### Signal wires by layer, run 1

Scale bar: 100 microns.
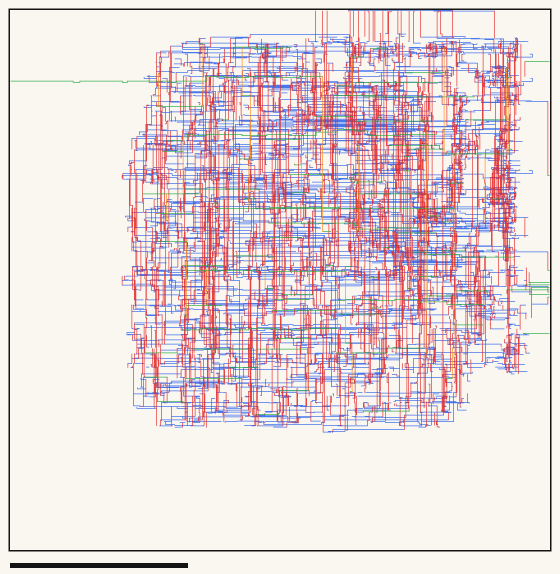
### Routing congestion map, run 1

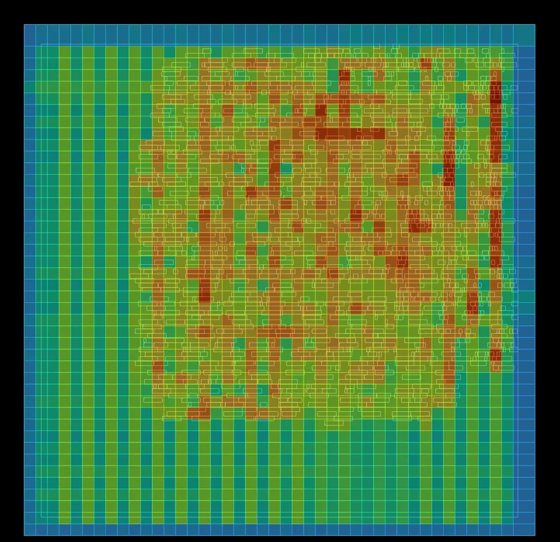
### Logic cells by family, run 1

Scale bar: 100 microns.
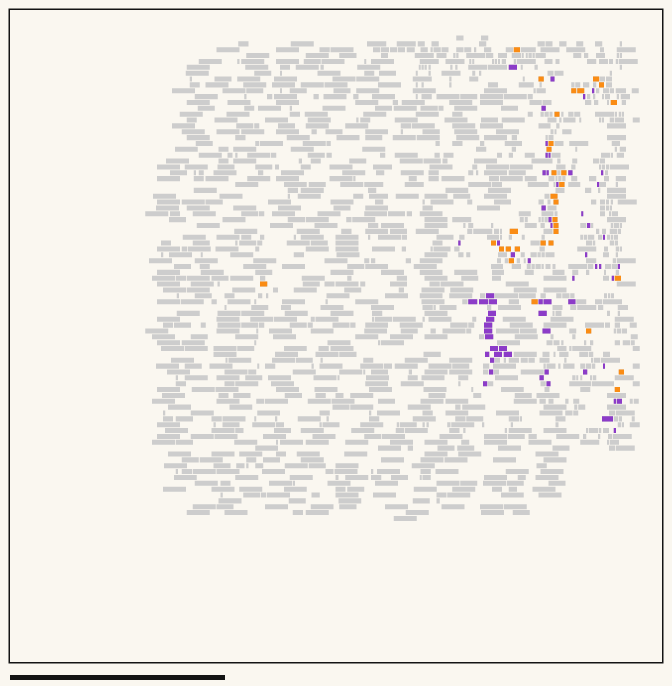
===== src/rtl/cascade_pkg.sv =====
// Shared defaults and end-of-transfer flag layout for the integral-image cascade.
// Imported by the integral window generator and its line buffer.
package cascade_pkg;

  localparam int W_PIX_DEF         = 8;
  localparam int W_DATA_DEF        = 18;
  localparam int WINDOW_WIDTH_DEF  = 24;
  localparam int WINDOW_HEIGHT_DEF = 24;

  localparam int EOT_W       = 2;
  localparam int EOT_ROW_BIT = 0;
  localparam int EOT_WIN_BIT = 1;

  // Window-last implies row-last, so the window flag is only raised with the row flag.
  function automatic logic [EOT_W-1:0] make_eot(input logic last_col, input logic last_row);
    logic [EOT_W-1:0] e;
    e              = '0;
    e[EOT_ROW_BIT] = last_col;
    e[EOT_WIN_BIT] = last_col & last_row;
    return e;
  endfunction

endpackage


===== src/rtl/ii_line_buffer.sv =====
// Previous-row integral values, one entry per window column.
// Combinational read and a single write port on the same address, so a column is read then replaced.
module ii_line_buffer
  import cascade_pkg::*;
#(
  parameter int W_DATA = W_DATA_DEF,
  parameter int DEPTH  = WINDOW_WIDTH_DEF,
  parameter int AW     = (DEPTH > 1) ? $clog2(DEPTH) : 1
) (
  input  logic              clk,
  input  logic              wr_en_i,
  input  logic [AW-1:0]     addr_i,
  input  logic [W_DATA-1:0] wr_data_i,
  output logic [W_DATA-1:0] rd_data_o
);

  // Contents are never reset: row 0 ignores whatever is stored here.
  logic [W_DATA-1:0] mem_q [DEPTH];

  assign rd_data_o = mem_q[addr_i];

  always_ff @(posedge clk) begin
    if (wr_en_i) begin
      mem_q[addr_i] <= wr_data_i;
    end
  end

endmodule


===== src/rtl/integral_window_gen.sv =====
// Streams the integral image of a raster-ordered window, one value per accepted pixel.
// II(x,y) = running row sum + II(x,y-1); a single output register gives one cycle latency.
module integral_window_gen
  import cascade_pkg::*;
#(
  parameter int W_PIX         = W_PIX_DEF,
  parameter int W_DATA        = W_DATA_DEF,
  parameter int WINDOW_WIDTH  = WINDOW_WIDTH_DEF,
  parameter int WINDOW_HEIGHT = WINDOW_HEIGHT_DEF
) (
  input  logic              clk,
  input  logic              rst,
  input  logic              din_valid,
  output logic              din_ready,
  input  logic [W_PIX-1:0]  din_data,
  output logic              dout_valid,
  input  logic              dout_ready,
  output logic [W_DATA-1:0] dout_data,
  output logic [EOT_W-1:0]  dout_eot
);

  localparam int COL_W = (WINDOW_WIDTH  > 1) ? $clog2(WINDOW_WIDTH)  : 1;
  localparam int ROW_W = (WINDOW_HEIGHT > 1) ? $clog2(WINDOW_HEIGHT) : 1;
  localparam logic [COL_W-1:0] COL_LAST = COL_W'(WINDOW_WIDTH - 1);
  localparam logic [ROW_W-1:0] ROW_LAST = ROW_W'(WINDOW_HEIGHT - 1);

  logic [COL_W-1:0]  col_q, col_d;
  logic [ROW_W-1:0]  row_q, row_d;
  logic [W_DATA-1:0] rowsum_q, rowsum_d;
  logic              dout_valid_q, dout_valid_d;
  logic [W_DATA-1:0] dout_data_q, dout_data_d;
  logic [EOT_W-1:0]  dout_eot_q, dout_eot_d;

  logic              accept;
  logic              last_col, last_row;
  logic [W_DATA-1:0] pix_ext;
  logic [W_DATA-1:0] rowsum_new;
  logic [W_DATA-1:0] above;
  logic [W_DATA-1:0] ii;
  logic [W_DATA-1:0] lb_rd;

  // The output register is the only storage stage, so it can refill whenever it drains.
  assign din_ready = !dout_valid_q | dout_ready;
  assign accept    = din_valid & din_ready;

  assign last_col = (col_q == COL_LAST);
  assign last_row = (row_q == ROW_LAST);
  assign pix_ext  = W_DATA'(din_data);

  assign rowsum_new = ((col_q == '0) ? '0 : rowsum_q) + pix_ext;
  assign above      = (row_q == '0) ? '0 : lb_rd;
  assign ii         = rowsum_new + above;

  ii_line_buffer #(
    .W_DATA (W_DATA),
    .DEPTH  (WINDOW_WIDTH),
    .AW     (COL_W)
  ) u_line_buffer (
    .clk       (clk),
    .wr_en_i   (accept),
    .addr_i    (col_q),
    .wr_data_i (ii),
    .rd_data_o (lb_rd)
  );

  always_comb begin
    col_d        = col_q;
    row_d        = row_q;
    rowsum_d     = rowsum_q;
    dout_valid_d = dout_valid_q;
    dout_data_d  = dout_data_q;
    dout_eot_d   = dout_eot_q;

    if (accept) begin
      rowsum_d     = rowsum_new;
      dout_valid_d = 1'b1;
      dout_data_d  = ii;
      dout_eot_d   = make_eot(last_col, last_row);
      if (last_col) begin
        col_d = '0;
        row_d = last_row ? '0 : row_q + 1'b1;
      end else begin
        col_d = col_q + 1'b1;
      end
    end else if (dout_ready) begin
      dout_valid_d = 1'b0;
    end
  end

  always_ff @(posedge clk or negedge rst) begin
    if (!rst) begin
      col_q        <= '0;
      row_q        <= '0;
      rowsum_q     <= '0;
      dout_valid_q <= 1'b0;
      dout_data_q  <= '0;
      dout_eot_q   <= '0;
    end else begin
      col_q        <= col_d;
      row_q        <= row_d;
      rowsum_q     <= rowsum_d;
      dout_valid_q <= dout_valid_d;
      dout_data_q  <= dout_data_d;
      dout_eot_q   <= dout_eot_d;
    end
  end

  assign dout_valid = dout_valid_q;
  assign dout_data  = dout_data_q;
  assign dout_eot   = dout_eot_q;

endmodule

===== config.mk =====
export PLATFORM = sky130hd
export DESIGN_NAME = integral_window_gen
export DESIGN_NICKNAME = d
export VERILOG_FILES = /design/src/rtl/cascade_pkg.sv /design/src/rtl/ii_line_buffer.sv /design/src/rtl/integral_window_gen.sv
export SDC_FILE = /design/constraint.sdc
export NUM_CORES = 1
export LEC_CHECK = 0
export ABC_CLOCK_PERIOD_IN_PS = 9300
export CORE_MARGIN = 10
export CORE_UTILIZATION = 25
export CTS_BUF_LIST = sky130_fd_sc_hd__clkbuf_8
export DETAILED_ROUTE_END_ITERATION = 8
export PLACE_DENSITY = 0.44
export SKIP_CTS_REPAIR_TIMING = 1
export SLEW_MARGIN = 10
export SYNTH_ARGS = -nofsm -noshare
export SYNTH_HDL_FRONTEND = slang
export SYNTH_SLANG_ARGS = --single-unit

===== constraint.sdc =====
create_clock -name clk -period 9.3 [get_ports clk]
set_input_delay 2.79 -clock clk [delete_from_list [all_inputs] [get_ports clk]]
set_output_delay 2.79 -clock clk [all_outputs]
set_load 0.05 [all_outputs]

==> results.sh, run 1 <==
# flow metrics
export IMPL_slew_limit_headroom_pct=14.86
export IMPL_grt_ovfl_total=0
export IMPL_fmax_mhz=132.9
export IMPL_dp_cells=2180
export IMPL_dp_hpwl_mm=31.53
export IMPL_n_all_inverters=17
export IMPL_ys_sh_xor_pct=1.403
export IMPL_cp_depth=19
export IMPL_yosysTopAreaCellShare_pct=64.93
export IMPL_drive_gt1_share_pct=25.10
export IMPL_diodes=0
export IMPL_num_rows=103
export IMPL_cts_max_level=3
export IMPL_fin_cells=2333
export IMPL_dpl_cell_area_sq_mm=0.02191
export IMPL_grt_max_degree=50
export IMPL_adder_share_pct=2.142
export IMPL_hold_ws_ns=0.4665
export IMPL_n_tap_cell=1050
export IMPL_seq_share_pct=60.70
export IMPL_cts_num_sinks=481
export IMPL_clockNetworkAreaShare_pct=6.378
export IMPL_synthesis_nets=1165
export IMPL_core_sq_mm=0.07913
export IMPL_path_max_fanout=25
export IMPL_critPathKind="primary input to flip-flop"
export IMPL_io_buffers=33
export IMPL_tns_ns=0
export IMPL_ff_latch_area_sq_mm=0.01421
export IMPL_signal_buffer_area_fraction_pct=2.448
export IMPL_grt_pass1_vias=11058
export IMPL_fp_util_pct=25.25
export IMPL_largestClassByArea="registers"
export IMPL_drc_errors=0
export IMPL_critPathCapture="dout_data[17]$_DFFE_PN0P_"
export IMPL_synth_edff_count=432
export IMPL_finalHoldViolCount=0
export IMPL_synth_area_top_cells="edfxtp_1 65%, mux4_2 12%, dfrtp_1 6.1%"
export IMPL_mostFrequentLayoutCells="432 x edfxtp_1, 105 x mux4_2, 95 x nand2_1, 88 x clkbuf_8, 47 x dfrtp_1"
export IMPL_fillers=7927
export IMPL_syn_inst=1120
export IMPL_yosys_area_sq_mm=0.01998
export IMPL_reg2reg_from="col_q[0]$_DFFE_PN0P_"
export IMPL_top_register="u_line_buffer.mem_q"
export IMPL_slowest_delay_ns=0.86
export IMPL_use_met3_pct=2.473
export IMPL_yosys_area_top_type="edfxtp_1"
export IMPL_min_delay_start="rowsum_q[0]$_DFFE_PN0P_"
export IMPL_worst_r2r_path_depth=22
export IMPL_cp_data_arrival_time_ns=8.10
export IMPL_start_kind="primary input"
export IMPL_setup_viol=0
export IMPL_area_growth_syn_to_layout_pct=17.15
export IMPL_layout_min_cycle_time_ns=7.524
export IMPL_min_delay_worst_endpoint="rowsum_q[0]$_DFFE_PN0P_"
export IMPL_firstDrtPassIters=6
export IMPL_top_cells_by_count="432 x edfxtp_1, 105 x mux4_2, 95 x nand2_1, 49 x dfrtp_1, 46 x nor2_1"
export IMPL_num_multi_input_gates=566
export IMPL_cap_viol_max_count=0
export IMPL_yosysWarnings=0
export IMPL_fin_ws_ns=1.776
export IMPL_first_iter_violations=829
export IMPL_ff_type="edfxtp_1"
export IMPL_cpLargestDelayFamily="AND-OR/OR-AND gates"
export IMPL_reg2reg_to="dout_data[17]$_DFFE_PN0P_"
export IMPL_use_met1_pct=15.95
export IMPL_ys_cells=1120
export IMPL_signal_buffers=66
export IMPL_cts_tree="yes"
export IMPL_die_h_microns=302.7
export IMPL_die_area_sq_mm=0.09162
export IMPL_rsz0062_at_grt="no"
export IMPL_crit_path_end_kind="flip-flop"
export IMPL_drv_slew=0
export IMPL_syn_area_sq_mm=0.01998
export IMPL_grt_pass1_wl_mm=77.81
export IMPL_postSynthAreaPerCell_sq_um=17.84
export IMPL_final_cell_area_sq_mm=0.02340
export IMPL_flops=481
export IMPL_ant_nets=0
export IMPL_logic_area_sq_mm=0.005756
export IMPL_cp_startpoint="din_data[0]"
export IMPL_cts_buffer_depth=3
export IMPL_ys_seq_share_pct=71.07
export IMPL_clkbuf_count=88
export IMPL_reg2reg_slack_ns=2.34
export IMPL_antenna_found_initial=1
export IMPL_most_common_cell="edfxtp_1"
export IMPL_pin_count=34
export IMPL_ys_top_logic_family="multiplexers"
export IMPL_cp_common_cell="o21ai_0"
export IMPL_cts_root_buf="clkbuf_8"
export IMPL_hold_class="flip-flop to flip-flop"
export IMPL_cp_cell_sequence="clkdlybuf4s50_1, ha_1, inv_1, fa_1, nor2b_1, o21a_1, o21ai_0, a31oi_1, nor2_1, o311ai_0, o21ai_0, ha_1, a21o_1, a21oi_1, nor2b_1, a311oi_1, o21ai_0, xnor2_2, mux2_4"
export IMPL_top_layer_used="met4"
export IMPL_path_clk_slew_ns=0.05
export IMPL_yosys_mux_area_fraction_pct=13.78
export IMPL_comb_share_pct=24.59
export IMPL_cp_data_required_time_ns=9.87
export IMPL_wl_met2_mm=25.16
export IMPL_wl_met1_mm=24.51
export IMPL_cts_buffers=84
export IMPL_ys_flops=481
export IMPL_hold_path_depth=2
export IMPL_critical_path_buf_inv_count=2
export IMPL_via_count=10706
export IMPL_status="completed"
export IMPL_gr_usage_met2_pct=18.29
export IMPL_cpMaxStageDelayCell="xnor2_2"
export IMPL_clk_latency_ns=0.66
export IMPL_yosysUniqueCellTypes=60
About 'Signal wires by layer':
metal 1 -> blue  # wire length 24.5 mm
metal 2 -> red  # wire length 25.2 mm
metal 4 -> orange  # wire length 1370 microns
metal 3 -> green  # wire length 2350 microns

About 'Routing congestion map':
Routed WL per cell: 22.89 microns
Tot GR Track Use: 11.64%
Final Core Density: 29.58%
global route hottest layer: met2

About 'Logic cells by family':
AND-OR and OR-AND gates -> orange  # cells 32
NOR gates -> purple  # cells 61, where east

### Cell density map, run 1

30 x 30 tiles, from dark blue (low) to red (high), 0 to 100% covered.
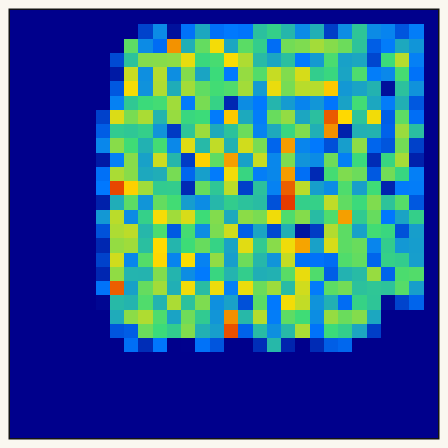

==> run 2, diff against run 1 <==
--- a/config.mk
+++ b/config.mk
@@ -5,12 +5,12 @@
 export SDC_FILE = /design/constraint.sdc
 export NUM_CORES = 1
 export LEC_CHECK = 0
-export ABC_CLOCK_PERIOD_IN_PS = 9300
+export ABC_CLOCK_PERIOD_IN_PS = 6750
 export CORE_MARGIN = 10
 export CORE_UTILIZATION = 25
 export CTS_BUF_LIST = sky130_fd_sc_hd__clkbuf_8
 export DETAILED_ROUTE_END_ITERATION = 8
-export PLACE_DENSITY = 0.44
+export PLACE_DENSITY = 0.45
 export SKIP_CTS_REPAIR_TIMING = 1
 export SLEW_MARGIN = 10
 export SYNTH_ARGS = -nofsm -noshare
==> constraint.sdc (replaced) <==
create_clock -name clk -period 6.75 [get_ports clk]
set_input_delay 2.025 -clock clk [delete_from_list [all_inputs] [get_ports clk]]
set_output_delay 2.025 -clock clk [all_outputs]
set_load 0.05 [all_outputs]
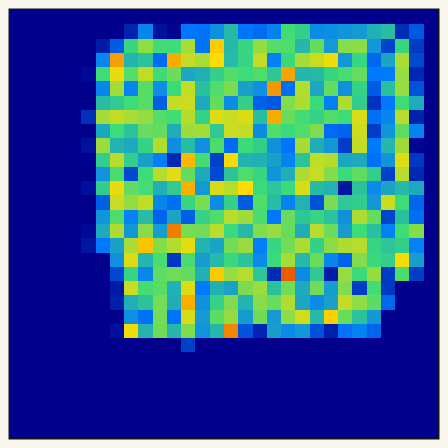
*Cell density map, run 2*
30 x 30 tiles, from dark blue (low) to red (high), 0 to 100% covered.
densest ninth of the die = centre
nearly empty tiles = 46%
fullest tile = 90%
emptiest ninth of the die = south-west
mean over tiles = 24%

==> run 2 against run 1 <==
Compared with the run above: sequential share of layout area fell by 0.34 points; cell count is 0.56% higher; critical path depth shrank 1; global-route usage shrank 0.058 points; via count grew 0.41%; cell area up 0.57%; utilization is 0.17 points higher; synthesized cell count is the same; wire length up 0.15%; first-iteration DRC count down 23%; largest cell class unchanged; highest routed layer unchanged.
==> results.sh, run 2 <==
# flow metrics
export IMPL_status="completed"
export IMPL_finalNetCount=1279
export IMPL_cts_num_sinks=481
export IMPL_cp_startpoint="din_data[0]"
export IMPL_signal_buffers=85
export IMPL_flops=481
export IMPL_core_sq_mm=0.07913
export IMPL_grt_pass1_wl_mm=77.80
export IMPL_fmax_mhz=164.6
export IMPL_tns_ns=0
export IMPL_drive_gt1_share_pct=25.93
export IMPL_firstDrtPassIters=5
export IMPL_grt_max_degree=115
export IMPL_ys_seq_share_pct=71.07
export IMPL_postSynthAreaPerCell_sq_um=17.84
export IMPL_reg2reg_from="col_q[0]$_DFFE_PN0P_"
export IMPL_start_kind="primary input"
export IMPL_dp_cells=2199
export IMPL_clkbuf_count=84
export IMPL_die_h_microns=302.7
export IMPL_comb_share_pct=24.36
export IMPL_use_met3_pct=3.228
export IMPL_grt_pass1_vias=11355
export IMPL_yosys_mux_area_fraction_pct=13.78
export IMPL_num_multi_input_gates=566
export IMPL_cpMaxStageDelayCell="xnor2_2"
export IMPL_hold_path_depth=2
export IMPL_layout_min_cycle_time_ns=6.074
export IMPL_dp_hpwl_mm=31.22
export IMPL_final_util_pct=29.75
export IMPL_synthesis_nets=1165
export IMPL_reg2reg_slack_ns=0.81
export IMPL_critical_path_buf_inv_count=3
export IMPL_path_clk_slew_ns=0.06
export IMPL_antenna_found_initial=1
export IMPL_clockNetworkAreaShare_pct=6.235
export IMPL_synth_edff_count=432
export IMPL_met3_length_mm=3.228
export IMPL_reg2reg_to="u_line_buffer.mem_q[21][15]$_DFFE_PP_"
export IMPL_drc_errors=0
export IMPL_io_buffers=33
export IMPL_cap_viol_max_count=0
export IMPL_finClkSkew_ns=0.03382
export IMPL_wl_per_cell_microns=22.79
export IMPL_fin_ws_ns=0.6758
export IMPL_first_iter_violations=641
export IMPL_top_layer_used="met4"
export IMPL_pin_count=34
export IMPL_final_cell_area_sq_mm=0.02354
export IMPL_crit_path_end_kind="flip-flop"
export IMPL_place_congestion=0.7505
export IMPL_cts_root_buf="clkbuf_8"
export IMPL_grt_ovfl_total=0
export IMPL_slowest_delay_ns=0.90
export IMPL_adder_share_pct=2.142
export IMPL_min_delay_worst_endpoint="rowsum_q[4]$_DFFE_PN0P_"
export IMPL_largestClassByArea="registers"
export IMPL_area_growth_syn_to_layout_pct=17.82
export IMPL_critPathCapture="u_line_buffer.mem_q[21][15]$_DFFE_PP_"
export IMPL_syn_inst=1120
export IMPL_cp_data_required_time_ns=7.04
export IMPL_n_tap_cell=1050
export IMPL_top_cells_by_count="432 x edfxtp_1, 105 x mux4_2, 95 x nand2_1, 49 x dfrtp_1, 46 x nor2_1"
export IMPL_dpl_cell_area_sq_mm=0.02207
export IMPL_via_count=10750
export IMPL_cp_cell_sequence="clkdlybuf4s50_1, ha_1, inv_1, fa_1, nor2b_1, o21a_1, o21ai_0, a31oi_1, nor2_1, buf_4, xor2_1, ha_1, nand2_1, o21ai_0, a22oi_1, o21bai_1, a31oi_1, xnor2_2"
export IMPL_ys_cells=1120
export IMPL_drv_slew=0
export IMPL_ys_sh_xor_pct=1.403
export IMPL_grt_busiest_layer="met2"
export IMPL_ff_latch_area_sq_mm=0.01421
export IMPL_cts_buffers=83
export IMPL_rsz0062_at_grt="no"
export IMPL_signal_buffer_area_fraction_pct=3.200
export IMPL_finalHoldViolCount=0
export IMPL_cp_depth=18
export IMPL_wl_met1_mm=23.82
export IMPL_most_common_cell="edfxtp_1"
export IMPL_diodes=0
export IMPL_min_delay_start="rowsum_q[4]$_DFFE_PN0P_"
export IMPL_cts_tree="yes"
export IMPL_ff_type="edfxtp_1"
export IMPL_cts_buffer_depth=3
export IMPL_wl_met2_mm=25.15
export IMPL_die_area_sq_mm=0.09162
export IMPL_path_max_fanout=24
export IMPL_slew_limit_headroom_pct=22.63
export IMPL_syn_area_sq_mm=0.01998
export IMPL_ys_flops=481
export IMPL_cts_max_level=3
export IMPL_yosys_area_top_type="edfxtp_1"
export IMPL_fp_util_pct=25.25
export IMPL_yosysUniqueCellTypes=60
export IMPL_fin_cells=2346
export IMPL_top_register="u_line_buffer.mem_q"
export IMPL_fillers=7866
export IMPL_gr_usage_met2_pct=18.40
export IMPL_yosysWarnings=0
export IMPL_n_all_inverters=17
export IMPL_cpLargestDelayFamily="AND-OR/OR-AND gates"
export IMPL_critPathKind="primary input to flip-flop"
export IMPL_seq_share_pct=60.35
export IMPL_use_met1_pct=15.28
export IMPL_clk_latency_ns=0.67
### Signal wires by layer, run 2

Scale bar: 100 microns.
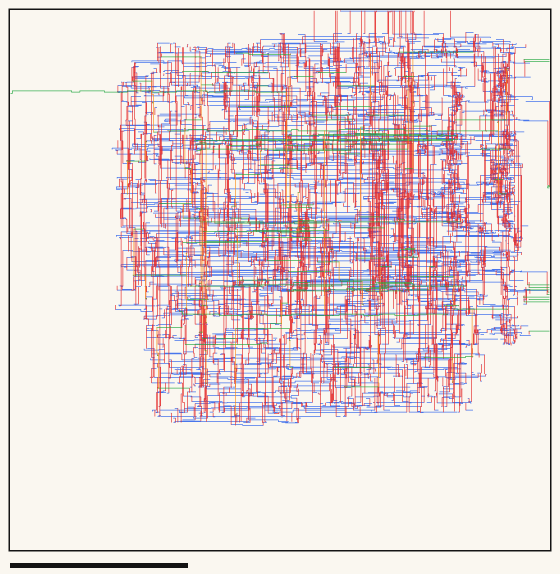

==> run 3, diff against run 2 <==
--- a/config.mk
+++ b/config.mk
@@ -5,7 +5,7 @@
 export SDC_FILE = /design/constraint.sdc
 export NUM_CORES = 1
 export LEC_CHECK = 0
-export ABC_CLOCK_PERIOD_IN_PS = 6750
+export ABC_CLOCK_PERIOD_IN_PS = 5100
 export CORE_MARGIN = 10
 export CORE_UTILIZATION = 25
 export CTS_BUF_LIST = sky130_fd_sc_hd__clkbuf_8
==> constraint.sdc (replaced) <==
create_clock -name clk -period 5.1 [get_ports clk]
set_input_delay 1.53 -clock clk [delete_from_list [all_inputs] [get_ports clk]]
set_output_delay 1.53 -clock clk [all_outputs]
set_load 0.05 [all_outputs]
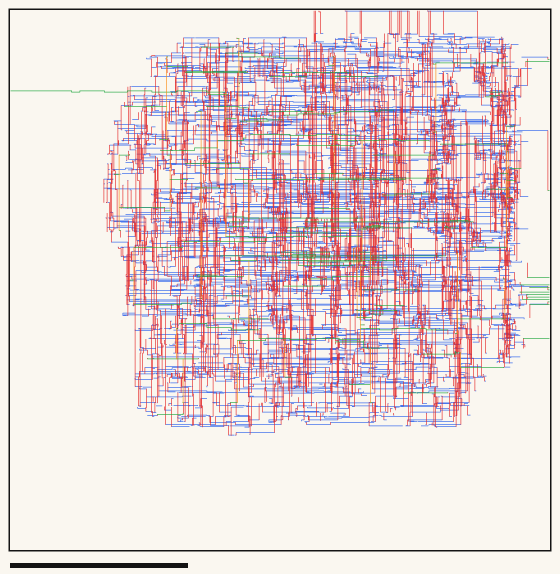
*Signal wires by layer, run 3*
Scale bar: 100 microns.
metal 1 -> blue  # wire length 24.8 mm
metal 2 -> red  # wire length 26.3 mm
metal 3 -> green  # wire length 2930 microns
metal 4 -> orange  # wire length 1090 microns

==> run 3 against run 2 <==
Compared with the run above: clock skew down 0.0068 ns; sequential cell count unchanged; sequential share of layout area down 2.7 points; global-route usage up 0.19 points; synthesized area unchanged; register-to-register slack worse by 0.61 ns; die area unchanged; non-clock buffer count up 101; first-iteration DRC count up 38%; wire length up 3.1%; critical endpoint is now u_line_buffer.mem_q[6][12]$_DFFE_PP_; highest routed layer unchanged.
==> results.sh, run 3 <==
# flow metrics
export IMPL_core_sq_mm=0.07913
export IMPL_top_cells_by_count="432 x edfxtp_1, 105 x mux4_2, 95 x nand2_1, 49 x dfrtp_1, 46 x nor2_1"
export IMPL_slowest_delay_ns=0.50
export IMPL_ys_sh_simple_pct=4.879
export IMPL_cts_max_level=3
export IMPL_postSynthAreaPerCell_sq_um=17.84
export IMPL_fp_util_pct=25.25
export IMPL_cts_num_sinks=481
export IMPL_crit_path_end_kind="flip-flop"
export IMPL_via_count=11147
export IMPL_cts_root_buf="clkbuf_8"
export IMPL_area_growth_syn_to_layout_pct=23.34
export IMPL_dpl_cell_area_sq_mm=0.02298
export IMPL_cpLargestDelayFamily="buffers and inverters"
export IMPL_ys_seq_share_pct=71.07
export IMPL_reg2reg_slack_ns=0.20
export IMPL_cp_depth=21
export IMPL_reg2reg_to="u_line_buffer.mem_q[6][12]$_DFFE_PP_"
export IMPL_signal_buffers=186
export IMPL_logic_area_sq_mm=0.005916
export IMPL_ys_cells=1120
export IMPL_finalNetCount=1384
export IMPL_worst_r2r_path_depth=24
export IMPL_yosysUniqueCellTypes=60
export IMPL_ys_top_logic_family="multiplexers"
export IMPL_comb_share_pct=24.01
export IMPL_num_multi_input_gates=569
export IMPL_top_register="u_line_buffer.mem_q"
export IMPL_diodes=0
export IMPL_yosysTopAreaCellShare_pct=64.93
export IMPL_cpMaxStageDelayCell="clkdlybuf4s50_1"
export IMPL_n_all_inverters=17
export IMPL_drc_errors=0
export IMPL_die_h_microns=302.7
export IMPL_reg2reg_from="col_q[0]$_DFFE_PN0P_"
export IMPL_fin_ws_ns=0.1128
export IMPL_ff_latch_area_sq_mm=0.01421
export IMPL_gr_usage_met2_pct=18.80
export IMPL_cp_common_cell="buf_4"
export IMPL_finalHoldViolCount=0
export IMPL_cts_buffer_depth=3
export IMPL_slew_limit_headroom_pct=41.00
export IMPL_flops=481
export IMPL_mostFrequentLayoutCells="432 x edfxtp_1, 134 x buf_4, 105 x mux4_2, 94 x nand2_1, 84 x clkbuf_8"
export IMPL_cts_tree="yes"
export IMPL_cap_viol_max_count=0
export IMPL_syn_inst=1120
export IMPL_use_met1_pct=15.92
export IMPL_cp_data_arrival_time_ns=5.39
export IMPL_place_congestion=0.7468
export IMPL_dp_cells=2294
export IMPL_drv_slew=0
export IMPL_grt_max_degree=103
export IMPL_seq_share_pct=57.65
export IMPL_cp_startpoint="din_data[0]"
export IMPL_compound_area_share_pct=5.217
export IMPL_ff_type="edfxtp_1"
export IMPL_cp_cell_sequence="clkdlybuf4s50_1, ha_4, inv_2, fa_2, nor2b_1, o21a_1, o21ai_2, a31oi_1, nor2_1, buf_4, xor2_2, ha_1, buf_4, a21o_1, a21o_1, buf_4, nor3_1, a21oi_1, xor2_2, buf_4, buf_2"
export IMPL_start_kind="primary input"
export IMPL_yosys_area_sq_mm=0.01998
export IMPL_wl_met2_mm=26.30
export IMPL_wl_met1_mm=24.82
export IMPL_pin_count=34
export IMPL_hold_class="flip-flop to flip-flop"
export IMPL_largestClassByArea="registers"
export IMPL_fin_cells=2448
export IMPL_grt_busiest_layer="met2"
export IMPL_hold_path_depth=2
export IMPL_grt_use_total_pct=11.78
export IMPL_cts_buffers=84
export IMPL_antenna_found_initial=1
export IMPL_dp_hpwl_mm=32.85
export IMPL_ys_flops=481
export IMPL_grt_pass1_vias=11471
export IMPL_top_layer_used="met4"
export IMPL_drive_gt1_share_pct=33.19
export IMPL_ys_sh_xor_pct=1.403
export IMPL_vias_per_cell=4.554
export IMPL_die_area_sq_mm=0.09162
export IMPL_critPathKind="primary input to flip-flop"
export IMPL_fillers=7718
export IMPL_synthesis_nets=1165
export IMPL_layout_min_cycle_time_ns=4.987
export IMPL_grt_ovfl_total=0
export IMPL_setup_viol=0
export IMPL_io_buffers=33
export IMPL_num_rows=103
export IMPL_path_max_fanout=8
export IMPL_clockNetworkAreaShare_pct=5.921
export IMPL_clk_latency_ns=0.67
export IMPL_most_common_cell="edfxtp_1"
export IMPL_tns_ns=0
export IMPL_hold_ws_ns=0.4738
export IMPL_synth_area_top_cells="edfxtp_1 65%, mux4_2 12%, dfrtp_1 6.1%"
export IMPL_met3_length_mm=2.926
export IMPL_syn_area_sq_mm=0.01998
export IMPL_yosys_area_top_type="edfxtp_1"
export IMPL_fmax_mhz=200.5
export IMPL_synth_edff_count=432
export IMPL_ant_nets=0
export IMPL_status="completed"
export IMPL_yosys_mux_area_fraction_pct=13.78
export IMPL_worst_pin_slew_ns=0.8850
export IMPL_wl_per_cell_microns=22.52
export IMPL_critPathCapture="u_line_buffer.mem_q[6][12]$_DFFE_PP_"
export IMPL_n_tap_cell=1050
export IMPL_clkbuf_count=84
export IMPL_cp_data_required_time_ns=5.50
export IMPL_signal_buffer_area_fraction_pct=6.815
export IMPL_final_cell_area_sq_mm=0.02464
export IMPL_path_clk_slew_ns=0.06
export IMPL_critical_path_buf_inv_count=7
export IMPL_first_iter_violations=883
export IMPL_adder_share_pct=2.142
export IMPL_yosysWarnings=0
export IMPL_final_util_pct=31.14
export IMPL_grt_pass1_wl_mm=78.93
export IMPL_min_delay_worst_endpoint="rowsum_q[5]$_DFFE_PN0P_"
export IMPL_min_delay_start="rowsum_q[5]$_DFFE_PN0P_"
export IMPL_firstDrtPassIters=5
